==> config.mk <==
export PLATFORM = sky130hd
export DESIGN_NAME = uart_rxer
export DESIGN_NICKNAME = d
export VERILOG_FILES = /design/src/rtl/uart_pkg.sv /design/src/rtl/uart_sync2.sv /design/src/rtl/uart_rxer.sv
export SDC_FILE = /design/constraint.sdc
export NUM_CORES = 1
export LEC_CHECK = 0
export CORE_ASPECT_RATIO = 0.9
export CORE_MARGIN = 3
export CORE_UTILIZATION = 61
export DETAILED_ROUTE_END_ITERATION = 16
export PLACE_DENSITY = 0.83
export SLEW_MARGIN = 20
export SYNTH_ARGS = -nofsm -noshare
export SYNTH_HDL_FRONTEND = slang
export SYNTH_SLANG_ARGS = --single-unit
==> constraint.sdc <==
create_clock -name clk -period 5 [get_ports clk]
set_clock_uncertainty 0.2 [all_clocks]
set_input_delay 0.75 -clock clk [delete_from_list [all_inputs] [get_ports clk]]
set_output_delay 0.75 -clock clk [all_outputs]
set_load 0.02 [all_outputs]
layer_met3.png
Drawn at 4 px/um. Cells faint in the background.
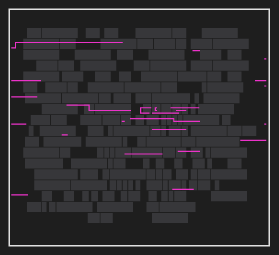
main direction: horizontal
share of all routed wire: 4.7%
nets with wire on the layer: 19
longest straight run: 26.7 um
wire length on this layer: 148 um
vias post-DR: 1,148
DRT Wirelength: 3130 um
GR Util met3: 5.53%

sizes.png
Drawn at 6 px/um.
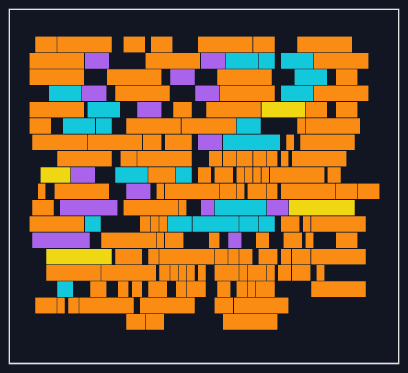
legend:
  _6 and larger:
    color: yellow
    cells: 4
  _0 and _1 cells:
    color: orange
    cells: 126
  _2 cells:
    color: purple
    cells: 14
  _3 and _4 cells:
    color: cyan
    cells: 20
Final WS setup: 2.28 ns
final instance area: 0.00217 sq mm
synthesis-to-layout area growth: 14.8%
Repair and plain buffers: 14

==> flow_summary.ini <==
; synthesis and place-and-route metrics
[logic_synthesis]
synth-async-reset-ratio_pct = 100
avgSynthCellArea_sq_um = 13.0
yosys_warnings = 0
synth_flops = 42
synth-edff-count = 0
postSynthNetCount = 151
synth_cells = 145
synth.top_cell.area_share_pct = 53.0
synthesis.area_sq_mm = 0.00189
top_cells_by_area = dfrtp_1, mux2_4, mux2_2
largest_area_cell = dfrtp_1
yosysSeqAreaShare_pct = 55.8
yosys_area_sq_mm = 0.00189
synth_cell_types = 39

[timing]
tightest_slew_ns = 0.513
period_needed_ns = 2.72
period_used_pct = 54.3
hold_viol = 0
maxSlewViolCount = 0
fmax_mhz = 368
grt_setup_unrepaired = false

[clock_network]
root_buffer = clkbuf_4
cts_made_buffers = 5
post_cts_buffers = 0
cts_resized = 0
htreeDepth = 2
cts_tree = built
clock.latency.late_pin_ns = 0.36
cts.sink_count = 42
clk_pin_slew_ns = 0.13
ctsHoldBuffers = 0

[route]
wl_per_cell_um = 15.3
drtIter0Drc = 56
remaining_drc_errors = 0
vias_per_cell = 5.63
drtAntennaViolNets = 0

[die]
ios = 14
chip_area_sq_mm = 0.00380
dieHeight_um = 58.8
fp_util_pct = 66.0

[status]
status = finished clean

[placed_design]
place.port_buffers = 13
dp.cells = 196
place.gp.congestion = 0.832

[finish]
final_cell_mix = dfrtp_1, nor2_1, clkdlybuf4s50_1, mux2_2, mux2_4
instances_no_fill = 204
finalNetCount = 169
largest_register_ffs = 13
lay_top_count = dfrtp_1
regArea_sq_mm = 0.00105
comb_area_sq_um = 805
nFillCells = 192
drive_above_1_share_pct = 23.2

[hold_path]
hold_class = register to register
worstHoldPathCells = 0

[critical_path]
r2r_setup_slack_ns = 2.45
worstRegToRegCells = 4
worst-path-max-fanout = 6
end_kind = primary output
cp.arrival_ns = 1.77
start_kind = register

[power]
clkPwrFrac_pct = 36.4
combPwrFrac_pct = 12.9
internal_power_w = 0.000579
seq_power_share_pct = 50.7
p_leak_nw = 1.03

[global_route]
grt_max_degree = 43
grt_pass1_wl_um = 5380
grt_pass1_vias = 1127
per-stage QoR:
stage          power (W)  instance area [sq um]  worst slack [ns]  hold slack [ns]  util, %
2_1_floorplan   0.000469                   1890              2.77            0.131        -
3_3_place_gp    0.000485                   2060              2.58            0.137     71.9
3_5_place_dp    0.000493                   2060              2.48            0.150     71.9
4_1_cts         0.000767                   2170              2.28            0.167     75.8
5_1_grt         0.000797                   2170              2.21            0.172     75.8
6_report        0.000764                   2170              2.28            0.165     75.8
layout make-up:
class	count	area share [%]
Clock buffer	6	2.37
Clock inverter	2	2.77
Inverter	3	0.519
Multi-Input combinational cell	97	37.1
Sequential cell	42	48.6
Tap cell	40	2.31
Timing Repair Buffer	14	6.35
cell usage after synthesis, types with 2 or more instances:
master    n
dfrtp_1  40
nor2_1   14
mux2_2    9
mux2_4    8
nand2_1   7
nor3_1    7
xor2_1    6
nand3_1   5
xnor2_1   5
ha_1      3
inv_1     3
a21o_1    2
a22o_1    2
a31oi_1   2
and3_1    2
and4_1    2
buf_4     2
dfstp_2   2
nor2b_1   2
nor3b_1   2
or2_2     2
logic make-up after synthesis:
family          share of synthesized area (%)
compound gates                           5.04
xor+xnor                                 5.10
fa+ha+maj                                1.99
buf+inv                                  1.59
flops                                    55.8
mux                                      11.7
other cells                             0.199
simple gates                             18.6
power by group through the flow:
stage / Sequential [W] / Combinational, W / Clock, W
floorplan: 0.000386 / 0.0000824 / 0
global placement: 0.000391 / 0.0000947 / 0
detailed placement: 0.000394 / 0.0000997 / 0
CTS: 0.000387 / 0.000100 / 0.000279
global route: 0.000392 / 0.000110 / 0.000295
finish: 0.000388 / 0.0000987 / 0.000278
worst max-delay path, cell delays in order, from the launching register on:
cell and delay, ns:
dfrtp_1 0.46, or3_1 0.39, clkdlybuf4s50_1 0.55
per-layer routing:
metal / global-route usage [%] / routed length [um] / part of all wire [%] / vias to the layer above
li1: - / - / - / 542
met2: 28.8 / 1430 / 46 / 32
met3: 5.53 / 147 / 4.7 / 7
met1: 26.6 / 1490 / 48 / 567
met4: 8.13 / 52 / 1.7 / 0
met5: 0 / 0 / 0 / -
Power and IR drop assume default switching activity.
